File: src/rtl/fetch_issue_ctrl.sv
// rtl/fetch_issue_ctrl.sv - decode latch, issue handshake and fetch PC steering (redirect/replay/halt)
// Define HAZARD_SCOREBOARD_EN to build the register scoreboard that holds issue on hazards.
module fetch_issue_ctrl #(
  parameter int               DBITS    = 32,
  parameter logic [DBITS-1:0] START_PC = 32'h40,
  parameter int               NREGS    = 16
) (
  input  logic             clk,
  input  logic             reset,
  input  logic [DBITS-1:0] pc_in,
  input  logic [DBITS-1:0] inst_in,
  input  logic             redirect_valid,
  input  logic [DBITS-1:0] redirect_pc,
  input  logic             ex_ready,
  input  logic             wb_valid,
  input  logic [3:0]       wb_reg,
  output logic             sel_pc,
  output logic [DBITS-1:0] next_pc,
  output logic             pc_stay,
  output logic             id_valid,
  output logic [DBITS-1:0] id_pc,
  output logic [DBITS-1:0] id_inst,
  output logic             halted
);

  typedef enum logic [1:0] {RUN, DROP, HALT} state_t;
  localparam logic [DBITS-1:0] HALT_WORD = DBITS'(32'h0000_dead);

  state_t           state_q, state_d;
  logic             f_valid_q;
  logic [DBITS-1:0] f_pc_q;
  logic             id_full_q, id_full_d;
  logic [DBITS-1:0] id_pc_q, id_pc_d, id_inst_q, id_inst_d;
  logic             hazard, fire, accept;

`ifdef HAZARD_SCOREBOARD_EN
  logic [NREGS-1:0] pending_q, pending_d;
  logic [3:0]       rd, rs1, rs2;
  logic             wr;

  assign rd     = id_inst_q[31:28];
  assign rs1    = id_inst_q[27:24];
  assign rs2    = id_inst_q[23:20];
  assign wr     = id_inst_q[19];
  assign hazard = pending_q[rs1] | pending_q[rs2] | (wr & pending_q[rd]);

  // Clear applied first so a same-cycle set of the same register wins.
  always_comb begin
    pending_d = pending_q;
    if (wb_valid)
      pending_d[wb_reg] = 1'b0;
    if (fire && wr)
      pending_d[rd] = 1'b1;
  end

  always_ff @(posedge clk or posedge reset) begin
    if (reset)
      pending_q <= '0;
    else
      pending_q <= pending_d;
  end
`else
  localparam int UNUSED_NREGS = NREGS;
  logic          unused_wb;
  assign unused_wb = ^{wb_valid, wb_reg};
  assign hazard    = 1'b0;
`endif

  assign id_valid = id_full_q & ~hazard & ~redirect_valid;
  assign fire     = id_valid & ex_ready;
  assign accept   = ~id_full_q | fire;
  assign id_pc    = id_pc_q;
  assign id_inst  = id_inst_q;
  assign halted   = (state_q == HALT);

  always_comb begin
    state_d   = state_q;
    id_full_d = id_full_q & ~fire;
    id_pc_d   = id_pc_q;
    id_inst_d = id_inst_q;
    sel_pc    = 1'b0;
    next_pc   = '0;
    pc_stay   = 1'b0;
    if (redirect_valid) begin
      sel_pc    = 1'b1;
      next_pc   = redirect_pc;
      id_full_d = 1'b0;
      state_d   = DROP;
    end else begin
      case (state_q)
        RUN: begin
          if (f_valid_q) begin
            // A word that cannot be taken is refetched; the next word in flight is stale.
            if (!accept) begin
              sel_pc  = 1'b1;
              next_pc = f_pc_q;
              state_d = DROP;
            end else if (inst_in == HALT_WORD) begin
              state_d = HALT;
            end else begin
              id_full_d = 1'b1;
              id_pc_d   = f_pc_q;
              id_inst_d = inst_in;
            end
          end
        end
        DROP:    state_d = RUN;
        HALT:    pc_stay = 1'b1;
        default: state_d = RUN;
      endcase
    end
  end

  always_ff @(posedge clk or posedge reset) begin
    if (reset) begin
      state_q   <= RUN;
      f_valid_q <= 1'b0;
      f_pc_q    <= START_PC;
      id_full_q <= 1'b0;
      id_pc_q   <= '0;
      id_inst_q <= '0;
    end else begin
      state_q   <= state_d;
      f_valid_q <= 1'b1;
      f_pc_q    <= pc_in;
      id_full_q <= id_full_d;
      id_pc_q   <= id_pc_d;
      id_inst_q <= id_inst_d;
    end
  end

endmodule

File: config.mk
export PLATFORM = sky130hd
export DESIGN_NAME = fetch_issue_ctrl
export DESIGN_NICKNAME = d
export VERILOG_FILES = /design/src/rtl/fetch_issue_ctrl.sv
export SDC_FILE = /design/constraint.sdc
export NUM_CORES = 1
export LEC_CHECK = 0
export ABC_AREA = 1
export CELL_PAD_IN_SITES_DETAIL_PLACEMENT = 0
export CELL_PAD_IN_SITES_GLOBAL_PLACEMENT = 1
export CORE_MARGIN = 4
export CORE_UTILIZATION = 26
export CTS_CLUSTER_DIAMETER = 30
export DETAILED_ROUTE_END_ITERATION = 10
export PLACE_DENSITY = 0.86
export SLEW_MARGIN = 20
export SYNTH_ARGS = -nofsm -noshare
export SYNTH_HDL_FRONTEND = slang
export SYNTH_SLANG_ARGS = --single-unit
File: constraint.sdc
create_clock -name clk -period 2.9 [get_ports clk]
set_input_delay 0.29 -clock clk [delete_from_list [all_inputs] [get_ports clk]]
set_output_delay 0.29 -clock clk [all_outputs]
set_load 0.02 [all_outputs]
run_1/met3.png
Bar = 50 um.
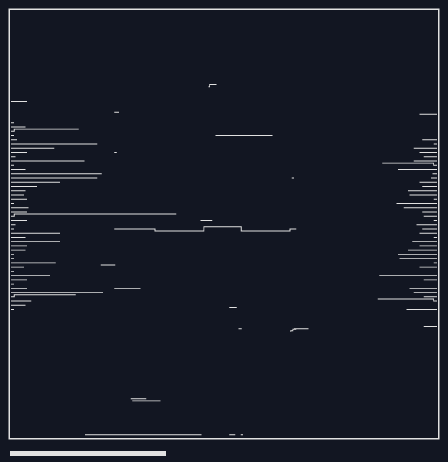
wire length on this layer = 852 um
main direction = horizontal
nets with wire on the layer = 94

run_1/met2.png
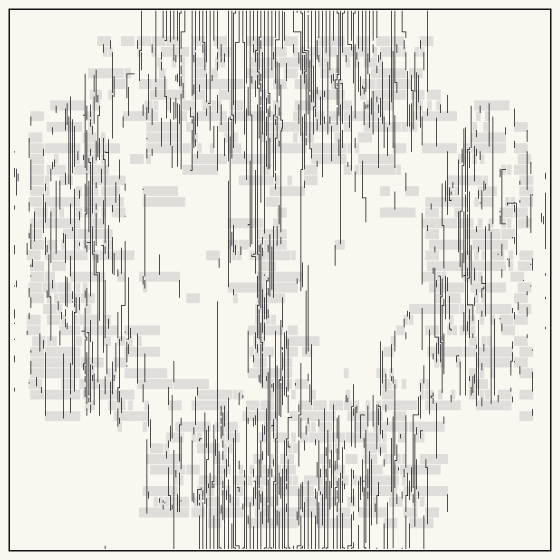
nets with wire on the layer = 591
main direction = vertical
wire length on this layer = 6800 um
longest straight run = 62.7 um

==> run notes, run 1 <==
Purpose: to document the outcome of synthesis and place and route.

Run status
The flow ran to the end, and the final reports show no timing, DRC or antenna violations.

Critical path
The type of origin of the critical path is a primary input. The family of cells with the greatest summed delay on the critical path is buffers and inverters. The required time at the endpoint of the critical path is 2.61 ns.

The launching point of the worst reg2reg path is state_q[0]$_DFFE_PP0P_. The critical path runs through a total of 9 cells. The worst setup path is captured at an output port.

Synthesis
The fraction of registers with async set/reset is 100%. Yosys stat counts 504 cells in the synthesized netlist. In the synthesized netlist, mux cells make up 0% of the area. The commonest register cell is sky130_fd_sc_hd__dfrtp_1. The main area contributors are sky130_fd_sc_hd__dfrtp_1 57%, sky130_fd_sc_hd__nand2_1 19%, sky130_fd_sc_hd__nand4_1 9.4%, sky130_fd_sc_hd__nand3_1 3.8%, sky130_fd_sc_hd__inv_1 2.4%. The area fraction in xor and xnor cells is 0%.

The synthesized netlist handed to floorplanning was reported with a cell count of 504. The synthesized design devotes to its leading area cell type 57.2% of total area.

Final timing
The worst path meets setup with 0.269 ns of slack. The final-report max-slew violation count is 0. Per the finish-stage timing summary, setup violations number 0. Setup repair after global routing left no endpoint under its margin. The worst-case headroom to the max-slew limit is 47.2%. The maximum clock frequency is 380 MHz.

Place
During placement, the flow inserted port buffers numbering 199. Before CTS, the worst setup slack after placement is 0.254 ns. The placed wire-length estimate after detailed placement is 9310 um.

Global routing
The global routing met3 resource utilization is 3.93%. Global routing put the most usage on met2.

Finish
The top cell type in the final layout, fill and taps aside, is sky130_fd_sc_hd__nand2_1. The biggest area consumer among cell classes is flip-flops and latches. Clock buffers in the final layout number 10.

The final layout report lists a non-clock inverter count of 29. With fillers left out, the area of the finished cells amounts to 0.00683 sq mm. In the layout the tool counted multi-input logic cells amounting to 337.

The number of sequential cells in the layout is 100.

CTS
The number of buffers inserted by post-CTS setup repair is 0. The skew report gives the latency at the later pin of the worst-skew pair as 0.34 ns.

Detailed routing
The count of routing violations after the opening detailed-route iteration is 203. Summed over all layers, the routed wires come to 13800 um. The count of nets left with antenna violations after detail routing is 0.

The total via count in the routed design is 3985. In the detailed route, the total length drawn on met2 is 6800 um.

Power
Power comes to 4.20 mW. The clock-net power is 1.31 mW. The switching power is 1.26 mW. The flow reports that the clock network draws 31.3% of the design power. The switching power as a share of total power is 30.0%.

Floorplanning
In this run the vertical extent of the chip is 137 um. The floorplan row count is 46. Per the OpenROAD floorplan log, the width of the die is 137 um. 205 I/O pins were placed.
run_1/cell_classes.png
Fill, decap, tap and diode cells in grey.
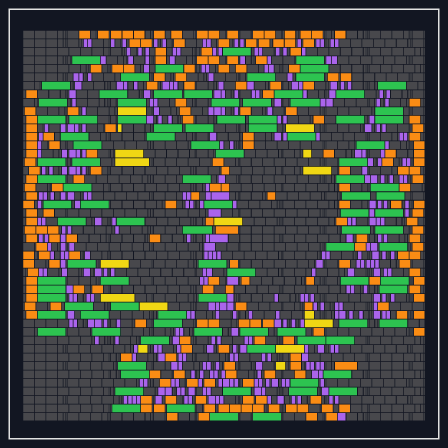
all other logic -> purple  # cells 366, share of their area 25%
other buffers and delay cells -> orange  # cells 210, share of their area 32%
clock drivers and dummy loads -> yellow  # cells 16, share of their area 4.9%
flip-flops -> green  # cells 100, share of their area 38%

run_1/port_nets.png
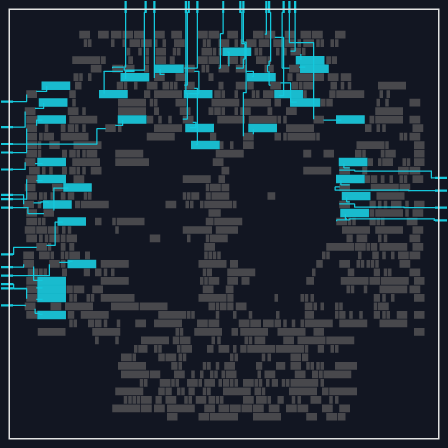
pc_in -> cyan  # direction input, edge 14 top, 14 left, 4 right, end cells 32, buffers 32, wire 828 um

==> inputs of run 2 (changes only) <==
Settings changed: PLACE_DENSITY 0.86 to 0.79.
run_2/port_nets.png
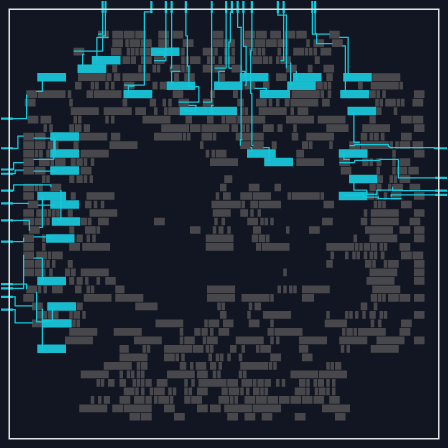
pc_in -> cyan  # direction input, edge 16 top, 12 left, 4 right, end cells 32, buffers 32, wire 885 um

==> run 2 against run 1 <==
Compared with the run above:
- combinational power barely moved
- setup slack got worse by 0.0045 ns
- final cell count fell by 0.11%
- power fell by 3.3%
- die area did not move
- final area fell by 0.27%
- critical path depth did not move
- via count rose by 3.6%
- critical path type unchanged
- largest cell class unchanged
- largest power group unchanged
==> run notes, run 2 <==
Purpose: to document the outcome of synthesis and place and route.

Finish
The cell area after layout is 0.00681 sq mm. The clock tree buffer count of the final layout is 9. The biggest area consumer among cell classes is flip-flops and latches.

Power
The clock-net power is 1.17 mW. In this run switching power makes up 31.8% of total power. Looking at the power breakdown, the clock network takes 28.7% of the total. The analysis attributes to net switching a power of 1.29 mW.

Synthesis
The main flop type after synthesis is sky130_fd_sc_hd__dfrtp_1. Yosys stat counts 504 cells in the synthesized netlist. Counting flops with an async set or reset pin after synthesis yields a share of 100%. The area fraction in mux cells is 0%.

In the post-synthesis netlist, the biggest area contributors are sky130_fd_sc_hd__dfrtp_1 57%, sky130_fd_sc_hd__nand2_1 19%, sky130_fd_sc_hd__nand4_1 9.4%, sky130_fd_sc_hd__nand3_1 3.8%, sky130_fd_sc_hd__inv_1 2.4%. The top cell type by area accounts for 57.2% of the synthesized area. After technology mapping, the gate count stands at 504. Summing the areas of all xor and xnor instances in the mapped netlist gives 0% of the synthesized area.

Critical path
The timing report lists the critical path depth as 9 cells. The worst register-to-register path begins at f_valid_q$_DFF_PP0_. Data on the critical path is required at its endpoint by 2.61 ns. Per STA, the worst path accumulates the most delay in the family buffers and inverters.

CTS
As reported, the later end of the worst-skew pair has a clock insertion delay of 0.35 ns.

Global routing
The global routing report lists met3 layer usage as 3.86%. The layer flagged by global routing as most heavily used is met2.

Place
Once detailed placement completed, the half-perimeter wirelength came to 9720 um. The quantity of I/O buffers inserted on ports is 199.

Run status
The run finished with clean final reports.

Floorplanning
In this run the count of I/O pins placed on the die edge is 205. In this run the vertical extent of the chip is 137 um.

Final timing
Per the finish-stage timing summary, setup violations number 0. The final setup slack of the worst path is 0.264 ns. The final-report max-slew violation count is 0.

Detailed routing
After detailed routing, the total wire length is 14100 um.
run_2/final_placement.png
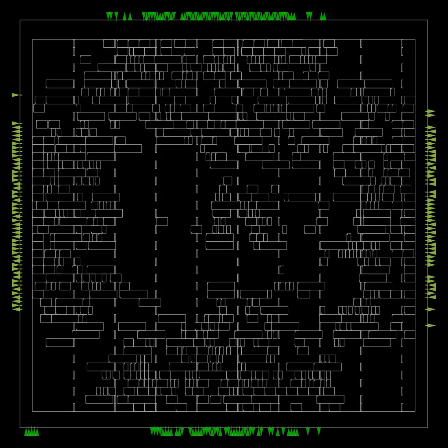
TAP cells: 216
Seq Cell Count: 100
final core utilization: 42.3%

Power is estimated from default activity; no workload was simulated.
